### Selected gate families, run 1

Scale: 3 px per µm.
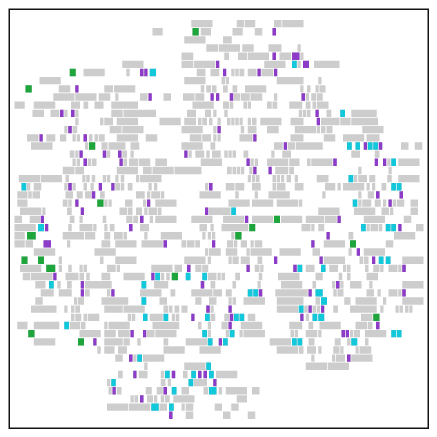
### Placed cells, one color a class, run 1

Scale: 3 px per µm. Fill, decap, tap and diode cells in gray.
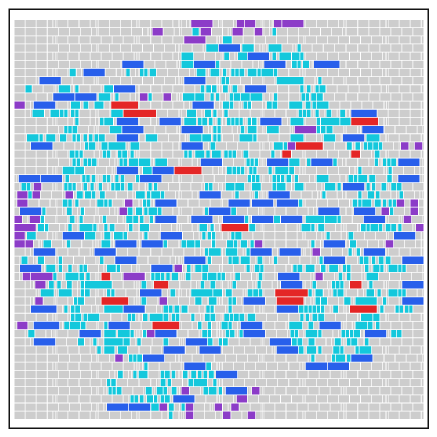
### Congestion heat map, run 1

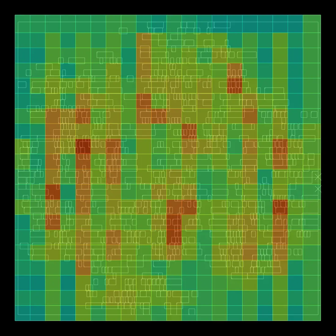
Design oc_qsfp_sideband, sky130hd; sources not shown.
==> out/results.txt, run 1 <==
TritonCTS Sinks - 103
Syn-to-layout area delta - 21.3%
Status - complete, but fails checks
OpenROAD warning count - 34
CP Max Fanout - 7
Gpl congestion - 0.748
Global-route wire length before repair - 20,900 µm
PwrDens - 560 mW/mm²
TritonRoute pass-1 iters - 7
Hold path cells - 1
Worst slack, placed - 0.0557 ns
Syn Inst Count - 756
CTS root buf - clkbuf_16
Final setup violation count - 0
FP Util - 0.310
ClkCell Share - 0.0492
Final net count - 845
Kind of critical path - flop to flop
Commonest flop - dfxtp_1
CTS H-tree depth - 3
Antenna viol nets, final - 0
Synthesized area - 0.00564 mm²
Flip-flops - 103
R2r setup slk - 0.22 ns
Violated checks - design-rule violations
Drt drc - 2
Hold Path Class - flop to flop
Inverter count - 108
Via/cell ratio - 4.34
-- 'Selected gate families' (at the start) --
family	color	cells
AND and OR gates	green	17
inverters	purple	108
inverting AOI/OAI gates	cyan	61
Finished Layout Cells: 1,050
most frequent logic cell in the layout: nand2_1
combinational fraction of the cell area: 0.461

-- 'Placed cells, one color a class' (at the start) --
class	color	cells	share of their area
other buffers and delay cells	purple	60	8.7%
clock drivers and dummy loads	red	16	5.1%
flip-flops	blue	103	32%
all other logic	cyan	642	54%
sequential share of cell area: 0.303
post-layout util: 0.376
design area: 0.00684 mm²
# rows: 49

-- 'Congestion heat map' (at the start) --
Total Routing Usage GR: 0.134
met1 track demand over resource: 0.174
met2 usage: 0.214
Avg WL per Cell: 11.4 µm

==> run 1: routing by layer <==
metal,track usage,wire length (µm),part of all wire
met3,0.0366,350,0.029
met2,0.214,5360,0.45
met4,0.0421,147,0.012
met5,0,0,0
met1,0.174,6110,0.51
==> run 1: what timing repair did <==
action,CTS,global route
endpoints found under the setup margin,0,2
buffers inserted,0,1
gates resized,0,4
==> run 1: critical path: cells and delay by family (launching register included) <==
kind / cells / cell delay [ns]
fa+ha+maj: 1 / 0.32
flops: 1 / 0.39
simple gates: 6 / 0.82
xor+xnor: 1 / 0.23
buf+inv: 1 / 0.10
==> run 1: placed cells by master, fill, tap and decap left out, drive strengths merged, types with 3 or more instances in the layout <==
| cell | synthesis | routed |
|---|---|---|
| ha | 15 | 15 |
| nand2 | 147 | 147 |
| clkbuf | 8 | 10 |
| xnor2 | 19 | 19 |
| or2 | 14 | 14 |
| nand4 | 22 | 22 |
| nor4 | 5 | 5 |
| inv | 108 | 110 |
| o21ai | 25 | 25 |
| clkdlybuf4s50 | 0 | 13 |
| dfxtp | 103 | 103 |
| a31oi | 3 | 3 |
| nand3 | 56 | 56 |
| nor2 | 135 | 135 |
| nor3 | 18 | 18 |
| buf | 3 | 47 |
| a21oi | 28 | 28 |
| xor2 | 31 | 31 |
==> run 1: power breakdown <==
group          total (mW)  switching, mW  internal (mW)
registers            1.88         0.0118           1.87
clock network        1.81          0.760           1.05
logic               0.140         0.0786         0.0610
==> run 1: cell families (layout without fill, tap and decap cells) <==
family	count (synthesis)	count (layout)	synth area share
fa+ha+maj	15	15	0.0333
buf+inv	119	184	0.0847
mux	2	2	0.00355
simple gates	404	404	0.376
flops	103	103	0.365
compound gates	63	63	0.0592
xor+xnor	50	50	0.0776
==> inputs of run 2 (changes only) <==
--- a/config.mk
+++ b/config.mk
@@ -6,7 +6,7 @@
 export NUM_CORES = 1
 export LEC_CHECK = 0
 export ABC_AREA = 1
-export CAP_MARGIN = 20
+export CAP_MARGIN = 10
 export CORE_UTILIZATION = 30
 export DETAILED_ROUTE_END_ITERATION = 6
 export PLACE_DENSITY = 0.47
### Met3 routing, run 2

Scale: 3 px per µm.
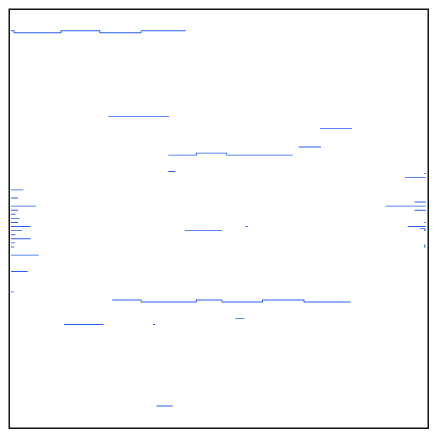
longest straight run	21.9 µm
wire length on this layer	350 µm
nets with wire on the layer	30
share of all routed wire	2.9%
main direction	horizontal
Vias: 4,555
GR Util met3: 0.0366
Detailed Route WL: 12,000 µm

### Selected gate families, run 2

Scale: 3 px per µm.
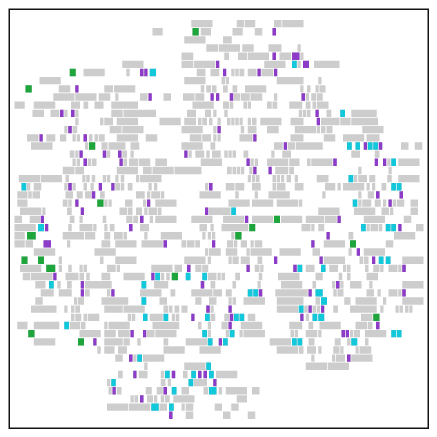
family	color	cells
AND and OR gates	green	17
inverting AOI/OAI gates	cyan	61
inverters	purple	108

==> run 2 against run 1 <==
The flow still finishes with violations (design-rule violations). Sequential share of layout area unchanged. Critical path depth unchanged. Core utilization unchanged. Setup slack unchanged. Combinational power about the same. Sequential power about the same. Wire length unchanged. Clock power about the same. Hold slack unchanged. Register-to-register slack about the same. Fmax unchanged. Global-route usage unchanged.
==> out/results.txt, run 2 <==
Drt drc - 2
Via/cell ratio - 4.34
Kind of critical path - flop to flop
Final net count - 845
Syn Inst Count - 756
Avg WL per Cell - 11.4 µm
Post-layout util - 0.376
TritonCTS Sinks - 103
Commonest flop - dfxtp_1
Final setup violation count - 0
Status - complete, but fails checks
CP Max Fanout - 7
Most instantiated logic cells after routing - nand2_1, nor2_1, inv_1, dfxtp_1, nand3_1
Syn-to-layout area delta - 21.3%
Design area - 0.00684 mm²
Violated checks - design-rule violations
Logic gate share of total power - 0.036
Global-route wire length before repair - 20,900 µm
Clock power share - 0.472
Hold Path Class - flop to flop
CTS H-tree depth - 3
R2r setup slk - 0.22 ns
Hold path cells - 1
Synthesized area - 0.00564 mm²
Net Sw Power - 0.851 mW
# rows - 49
PwrDens - 560 mW/mm²
FP Util - 0.310
CTS root buf - clkbuf_16
[run 2: metal layers]
metal  vias up  part of all wire  GRT usage
met2        43              0.45      0.214
met4         0             0.012     0.0421
met3        12             0.029     0.0366
li1       2503                 -          -
met5         -                 0          0
met1      1997              0.51      0.174
[run 2: what timing repair did]
action | 4_1_cts | 5_1_grt
buffers inserted | 0 | 1
resized | 0 | 4
endpoints found under the hold margin | 0 | 0
hold buffers | 0 | 0
endpoints found under the setup margin | 0 | 2
[run 2: cell families (layout without fill, tap and decap cells)]
kind of cell / Yosys count / count (layout) / synth area share
AND/OR/NAND/NOR: 404 / 404 / 0.376
buffers and inverters: 119 / 184 / 0.0847
flip-flops: 103 / 103 / 0.365
AND-OR/OR-AND: 63 / 63 / 0.0592
XOR/XNOR: 50 / 50 / 0.0776
adder cells (fa/ha/maj): 15 / 15 / 0.0333
multiplexers: 2 / 2 / 0.00355
[run 2: final cells by class]
cell class / instances / area [µm²] / share of cell area
Clock buffer: 10 / 239 / 0.0349
Clock inverter: 6 / 97.6 / 0.0143
Inverter: 108 / 415 / 0.0607
Multi-Input combinational cell: 534 / 3160 / 0.461
Sequential cell: 103 / 2080 / 0.303
Tap cell: 229 / 287 / 0.0419
Timing Repair Buffer: 60 / 571 / 0.0834
[run 2: worst max-delay path: cells and delay by family (launching register included)]
kind,cells,cell delay [ns]
xor gates and xnor gates,1,0.23
and+or+nand+nor,6,0.82
adders and majority gates,1,0.32
DFF,1,0.39
buffers and inverters,1,0.10
[run 2: power by group through the flow]
stage	Sequential, mW	Clock [mW]	Combinational [mW]
finish	1.88	1.81	0.140
CTS	1.88	1.89	0.143
floorplan	1.93	0	0.0824
global placement	1.93	0	0.143
global route	1.89	1.96	0.154
detailed placement	1.93	0	0.143
==> inputs of run 3 (changes only) <==
--- a/config.mk
+++ b/config.mk
@@ -6,7 +6,6 @@
 export NUM_CORES = 1
 export LEC_CHECK = 0
 export ABC_AREA = 1
-export CAP_MARGIN = 10
 export CORE_UTILIZATION = 30
 export DETAILED_ROUTE_END_ITERATION = 6
 export PLACE_DENSITY = 0.47
### Selected gate families, run 3

Scale: 3 px per µm.
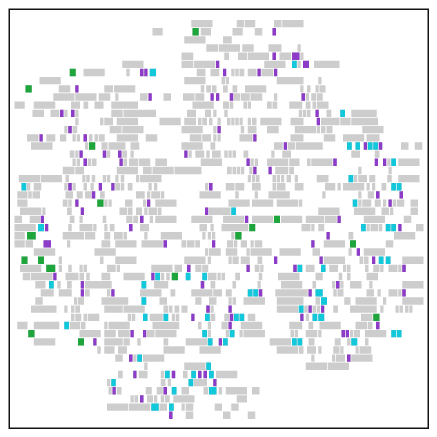

==> run 3 against run 2 <==
The run still ends with design-rule violations left. Synthesized area is the same. Synthesized cell count is the same. Hold slack is the same. Clock skew is the same. Critical path depth is the same. Global-route usage is the same. Die size is the same. Non-clock buffer count is the same. Total power is the same. Wire length is the same. Setup slack is the same. Core utilization is the same. Critical path type unchanged. Critical endpoint unchanged. Largest cell class unchanged. Highest routed layer unchanged.
==> out/results.txt, run 3 <==
Status - complete, but fails checks
Violated checks - design-rule violations
Drt drc - 2
P_int - 2.98 mW
Yosys xor share - 0.0776
Global-route wire length before repair - 20,900 µm
Final setup violation count - 0
Commonest flop - dfxtp_1
OpenROAD warning count - 34
PwrDens - 560 mW/mm²
R2r setup slk - 0.22 ns
CTS root buf - clkbuf_16
Most instantiated logic cells after routing - nand2_1, nor2_1, inv_1, dfxtp_1, nand3_1
Net Sw Power - 0.851 mW
Final net count - 845
Kind of critical path - flop to flop
Sequential group share of total power - 0.491
Detailed Route WL - 12,000 µm
Syn Inst Count - 756
Avg WL per Cell - 11.4 µm
Antenna viol nets, final - 0
Clock power share - 0.472
Post-CTS Hold Buffers - 0
Synthesized area - 0.00564 mm²
Main logic family - simple AND/OR/NAND/NOR gates
Total Routing Usage GR - 0.134
Vias - 4,555
Most frequent logic cell in the layout - nand2_1
Logic gate share of total power - 0.036
CTS H-tree depth - 3
Via/cell ratio - 4.34
### Cell sizes after repair, run 3

Scale: 3 px per µm.
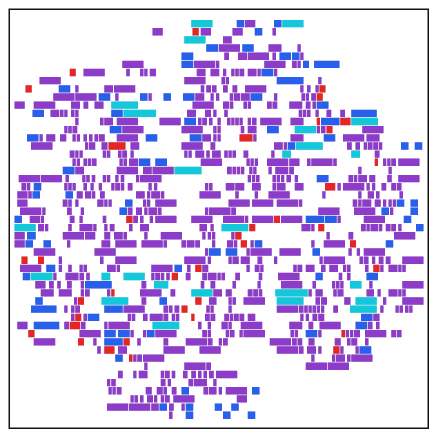
size	color	cells
drive 2	red	38
drive 3 to 4	blue	90
drive 6 and up	cyan	25
drive 1 or less	purple	668
Syn-to-layout area delta: 21.3%
final worst slack: 0.222 ns
Non-clk bufs: 60

==> run 3: cell counts after synthesis <==
No cell type changed its count.
==> run 3: what timing repair did <==
action / in CTS / in global routing
setup endpoints to repair: 0 / 2
resized: 0 / 4
buffers inserted: 0 / 1
==> run 3: worst max-delay path: cells and delay by family, from the launching register on <==
family | cells | cell delay (ns)
AND/OR/NAND/NOR | 6 | 0.82
flip-flops | 1 | 0.39
XOR/XNOR | 1 | 0.23
buffers and inverters | 1 | 0.10
adder cells (fa/ha/maj) | 1 | 0.32
==> run 3: routing by layer <==
metal / wire length, µm / GRT usage
met5: 0 / 0
met4: 147 / 0.0421
met3: 350 / 0.0366
met2: 5360 / 0.214
met1: 6110 / 0.174
==> run 3: power groups by stage <==
stage	Clock, mW	Sequential [mW]	Combinational (mW)
after floorplan	0	1.93	0.0824
after global placement	0	1.93	0.143
after detailed placement	0	1.93	0.143
after CTS	1.89	1.88	0.143
after global routing	1.96	1.89	0.154
final	1.81	1.88	0.140
==> run 3: stage by stage <==
step	cells	setup slack, ns	hold slack (ns)
final	1050	0.222	0.416
after global routing	1050	0.00293	0.438
after CTS	1049	0.0374	0.420
after detailed placement	1033	0.0557	0.403
after global placement	1033	0.109	0.398
after floorplan	756	-0.117	0.393
==> run 3: final cells by class <==
| cell class | count | area, µm² |
|---|---|---|
| clock buffer | 10 | 239 |
| clock inverter | 6 | 97.6 |
| fill | 1893 | 11400 |
| inverter | 108 | 415 |
| multi-input combinational | 534 | 3160 |
| sequential | 103 | 2080 |
| tap | 229 | 287 |
| timing repair buffer | 60 | 571 |
Power and IR drop assume default switching activity.
